`config.mk`:
```
export PLATFORM = sky130hd
export DESIGN_NAME = led_pwm_fade
export DESIGN_NICKNAME = d
export VERILOG_FILES = /design/src/rtl/led_pwm_fade.sv
export SDC_FILE = /design/constraint.sdc
export NUM_CORES = 1
export LEC_CHECK = 0
export CAP_MARGIN = 20
export CORE_MARGIN = 8
export CORE_UTILIZATION = 53
export DETAILED_ROUTE_END_ITERATION = 10
export PLACE_DENSITY = 0.78
export SETUP_SLACK_MARGIN = 0.15
export SKIP_CTS_REPAIR_TIMING = 1
export SLEW_MARGIN = 20
export SYNTH_ARGS = -nofsm -noshare
export SYNTH_HDL_FRONTEND = slang
export SYNTH_SLANG_ARGS = --single-unit
```
`constraint.sdc`:
```
create_clock -name clk -period 4.09 [get_ports clk]
set_input_delay 0.6135 -clock clk [delete_from_list [all_inputs] [get_ports clk]]
set_output_delay 0.6135 -clock clk [all_outputs]
set_load 0.02 [all_outputs]
```
`src/rtl/led_pwm_fade.sv`:
```
// Breathing/fade generator: ramps the PWM duty value between configurable limits
// with holds at each end, feeding the duty-cycle input of the LED PWM core.
module led_pwm_fade #(
    parameter int counter_width_p   = 8,
    parameter int prescaler_width_p = 16
) (
    input  logic                         clk,
    input  logic                         rst,
    input  logic                         cr_enable,
    input  logic [counter_width_p-1:0]   cr_duty_min,
    input  logic [counter_width_p-1:0]   cr_duty_max,
    input  logic [counter_width_p-1:0]   cr_step,
    input  logic [prescaler_width_p-1:0] cr_step_period,
    input  logic [prescaler_width_p-1:0] cr_hold_ticks,
    output logic [counter_width_p-1:0]   pwm_duty,
    output logic                         fade_active,
    output logic                         fade_cycle_done
);

    localparam logic [prescaler_width_p-1:0] pre_zero_lp = '0;
    localparam logic [prescaler_width_p-1:0] pre_one_lp  = {{(prescaler_width_p-1){1'b0}}, 1'b1};
    localparam logic [counter_width_p-1:0]   duty_one_lp = {{(counter_width_p-1){1'b0}}, 1'b1};

    typedef enum logic [2:0] {
        IDLE,
        UP,
        HOLD_HI,
        DOWN,
        HOLD_LO
    } state_t;

    state_t state_q, state_d;

    logic [counter_width_p-1:0]   min_q, max_q, step_q, duty_q;
    logic [prescaler_width_p-1:0] period_q, hold_q, prescaler_q, hold_cnt_q;
    logic                         done_q;

    logic                         start;
    logic                         tick;
    logic                         hold_last;
    logic [prescaler_width_p-1:0] hold_cnt_inc;
    logic [counter_width_p:0]     sum_up, floor_dn;
    logic [counter_width_p-1:0]   up_val, dn_val;

    assign start        = (state_q == IDLE) && cr_enable;
    assign tick         = (state_q != IDLE) && (prescaler_q == period_q - pre_one_lp);
    assign hold_cnt_inc = hold_cnt_q + pre_one_lp;
    assign hold_last    = (hold_q == pre_zero_lp) || (tick && (hold_cnt_inc == hold_q));

    // Ramp arithmetic is one bit wider so the step can never wrap past either limit.
    assign sum_up   = {1'b0, duty_q} + {1'b0, step_q};
    assign floor_dn = {1'b0, min_q} + {1'b0, step_q};
    assign up_val   = (sum_up >= {1'b0, max_q}) ? max_q : sum_up[counter_width_p-1:0];
    assign dn_val   = ({1'b0, duty_q} >= floor_dn) ? (duty_q - step_q) : min_q;

    always_ff @(posedge clk) begin
        if (rst) begin
            state_q <= IDLE;
        end else begin
            state_q <= state_d;
        end
    end

    // Disable wins over every other transition, including one due on this tick.
    always_comb begin
        state_d = state_q;
        if ((state_q != IDLE) && !cr_enable) begin
            state_d = IDLE;
        end else begin
            case (state_q)
                IDLE:    if (cr_enable) state_d = UP;
                UP:      if (tick && (up_val == max_q)) state_d = HOLD_HI;
                HOLD_HI: if (hold_last) state_d = DOWN;
                DOWN:    if (tick && (dn_val == min_q)) state_d = HOLD_LO;
                HOLD_LO: if (hold_last) state_d = UP;
                default: state_d = IDLE;
            endcase
        end
    end

    always_comb begin
        pwm_duty        = duty_q;
        fade_active     = (state_q != IDLE);
        fade_cycle_done = done_q;
    end

    always_ff @(posedge clk) begin
        if (rst) begin
            min_q       <= '0;
            max_q       <= '0;
            step_q      <= '0;
            period_q    <= '0;
            hold_q      <= '0;
            prescaler_q <= '0;
            hold_cnt_q  <= '0;
            duty_q      <= '0;
            done_q      <= 1'b0;
        end else begin
            done_q <= (state_q == HOLD_LO) && (state_d == UP);

            if (start) begin
                min_q    <= cr_duty_min;
                max_q    <= (cr_duty_min > cr_duty_max) ? cr_duty_min : cr_duty_max;
                step_q   <= (cr_step == '0) ? duty_one_lp : cr_step;
                period_q <= (cr_step_period == pre_zero_lp) ? pre_one_lp : cr_step_period;
                hold_q   <= cr_hold_ticks;
            end

            if ((state_q == IDLE) || (state_d == IDLE) || tick) begin
                prescaler_q <= '0;
            end else begin
                prescaler_q <= prescaler_q + pre_one_lp;
            end

            if (state_d != state_q) begin
                hold_cnt_q <= '0;
            end else if (((state_q == HOLD_HI) || (state_q == HOLD_LO)) && tick) begin
                hold_cnt_q <= hold_cnt_inc;
            end

            if (state_d == IDLE) begin
                duty_q <= '0;
            end else if (state_q == IDLE) begin
                duty_q <= cr_duty_min;
            end else if ((state_q == UP) && tick) begin
                duty_q <= up_val;
            end else if ((state_q == DOWN) && tick) begin
                duty_q <= dn_val;
            end
        end
    end

endmodule

```
Power grid:
The bar under the picture is 50 um long. Pins as bars on the die edge. Tap cells in grey.
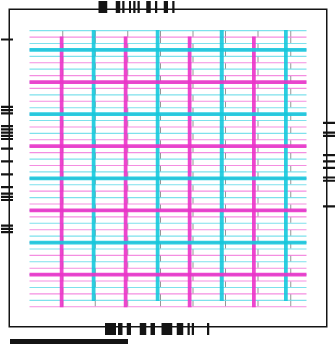
legend:
  cyan:
    net: VDD
  magenta:
    net: VSS
rows: 43
met5 straps: 8

Placed cells, one colour a class:
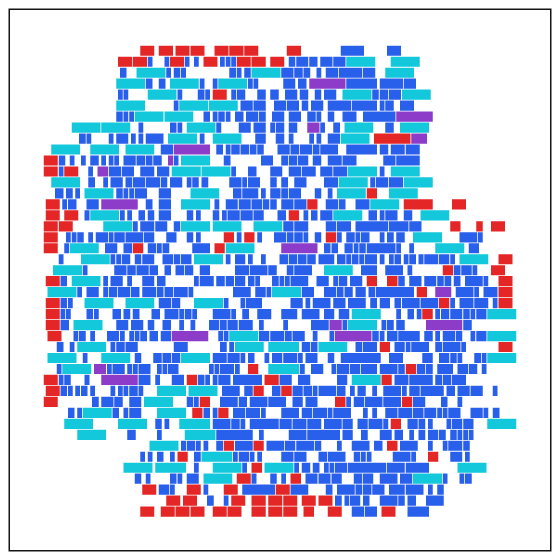
legend:
  red:
    class: remaining buffers and delay cells
    cells: 106
  blue:
    class: remaining logic cells
    cells: 787
  cyan:
    class: sequential cells
    cells: 100
  purple:
    class: clock drivers and dummy loads
    cells: 16

==> how the worst min path moves through the flow <==
| stage | startpoint | to | slack (ns) | depth (start not counted) |
|---|---|---|---|---|
| 2_1_floorplan | prescaler_q[0] | prescaler_q[0] | 0.45 | 1 |
| 3_3_place_gp | period_q[15] | period_q[15] | 0.46 | 2 |
| 3_5_place_dp | period_q[15] | period_q[15] | 0.47 | 2 |
| 4_1_cts | period_q[15] | period_q[15] | 0.48 | 2 |
| 5_1_grt | period_q[15] | period_q[15] | 0.50 | 2 |
| 6_report | period_q[15] | period_q[15] | 0.48 | 2 |
==> power by group through the flow <==
| stage | clock network, mW | logic [mW] | registers [mW] |
|---|---|---|---|
| after floorplan | 0 | 0.683 | 1.09 |
| final | 0.837 | 1.06 | 1.09 |
| after global routing | 0.899 | 1.16 | 1.09 |
| after detailed placement | 0 | 0.975 | 1.10 |
| after CTS | 0.854 | 0.982 | 1.08 |
| after global placement | 0 | 0.956 | 1.10 |
==> cell type report <==
type	count	area, um2
clock buffer	10	229
clock inverter	6	56.3
fill	1162	4860
inverter	39	146
multi-input combinational	748	5200
sequential	100	2010
tap	180	225
timing repair buffer	106	991
==> routing by layer <==
metal	GRT usage	part of all wire
met2	0.356	0.46
met4	0.0686	0.023
met3	0.0509	0.056
met1	0.289	0.46
met5	0	0
==> cell usage in the layout (no fill, tap or decap), types with 3 or more instances in the layout <==
cell type,instances
nand2_1,132
dfxtp_1,94
nor2_1,75
a21oi_1,75
clkdlybuf4s50_1,67
xnor2_1,54
ha_1,48
xor2_1,44
inv_1,37
buf_4,36
nand3_1,24
a211oi_1,23
mux2i_1,21
nor3_1,19
o21ai_0,18
nand4_1,17
nor4_1,16
nor2b_1,15
nor3_2,13
nand2b_1,12
clkbuf_16,10
and2_1,9
and3_1,8
or3_1,7
a21o_1,6
o21ai_1,6
o211ai_1,6
dfxtp_2,6
o21a_1,5
nor3_4,5
o31ai_1,4
nor2_2,3
o21bai_1,3
a31oi_1,3
nand3b_1,3
a221oi_1,3
o211a_1,3
and4_1,3
==> through the flow <==
stage	hold WS (ns)	cell area, um2	instances
global route	0.503	8860	1189
finish	0.475	8860	1189
CTS	0.476	8590	1182
detailed placement	0.466	8300	1166
global placement	0.462	8300	1166
floorplan	0.447	7370	939
==> kinds of logic (layout without fill, tap and decap cells) <==
kind of cell,after synthesis,count (layout),synth area share
buffers and inverters,92,161,0.0505
adder cells (fa/ha/maj),53,53,0.0931
AND-OR/OR-AND,189,190,0.169
flip-flops,100,100,0.272
AND/OR/NAND/NOR,381,381,0.262
multiplexers,23,23,0.0316
XOR/XNOR,101,101,0.122
==> worst max-delay path: cells and delay by family (launching register included) <==
family                     cells  cell delay (ns)
DFF                            1             0.36
xor gates and xnor gates       1             0.13
buffers and inverters          1             0.04
AOI/OAI and AO/OA              9             2.00
adders and majority gates      3             0.80
and+or+nand+nor                5             0.58
==> state kept, by name (all words and copies together), names as in the netlist <==
register,flops
min_q,8
hold_q,16
pwm_duty,8
period_q,16
state_q,3
prescaler_q,16
step_q,8
hold_cnt_q,16
max_q,8
fade_cycle_done,1
==> impl_metrics.py <==
# Auto-generated metrics
metrics = {
    "synth": {
        "ff_type": "dfxtp_1",
        "yosys-stat-cells": 939,
        "async_flop_share": 0,
        "syn-instance-count": 939,
    },
    "drt": {
        "via_per_inst": 5.80,
        "route.detailed.drc": 0,
    },
    "setup_path": {
        "path_class": "reg -> reg",
        "crit_end": "hold_cnt_q[7]",
        "crit_path_cell_trace": "ha_4 -> inv_2 -> fa_2 -> nor2b_1 -> o21ai_1 -> a21boi_1 -> o21ai_1 -> nand2b_1 -> xnor2_1 -> ha_1 -> a2111o_1 -> nor2_2 -> nor3_2 -> o311ai_4 -> a41oi_2 -> a221o_2 -> o21a_1 -> o32a_4 -> nor3_2",
        "arrival_ns": 4.30,
        "cp-startpoint": "min_q[0]",
        "r2r_start": "min_q[0]",
        "crit_fanout": 8,
        "crit_path_start_kind": "flip-flop",
    },
    "clocking": {
        "clock_path_buffers": 2,
        "cts_num_sinks": 100,
        "cts_inserted_buffers": 9,
    },
    "final_timing": {
        "fin_ws_ns": 0.0772,
        "hold_violations": 0,
        "skew_ns": 0.00859,
        "post-route-min-period_ns": 4.01,
        "fmax_mhz": 249,
        "fin_setup_tns_ns": 0,
    },
    "run_status": {
        "status": "finished, final reports clean",
    },
    "job": {
        "maxCapViolations": 0,
    },
    "placement": {
        "routabilityCongestion": 0.964,
    },
    "pwr": {
        "internal-power_mw": 1.92,
    },
    "grt": {
        "grt_overflow": 0,
    },
}
Power and IR drop assume default switching activity.
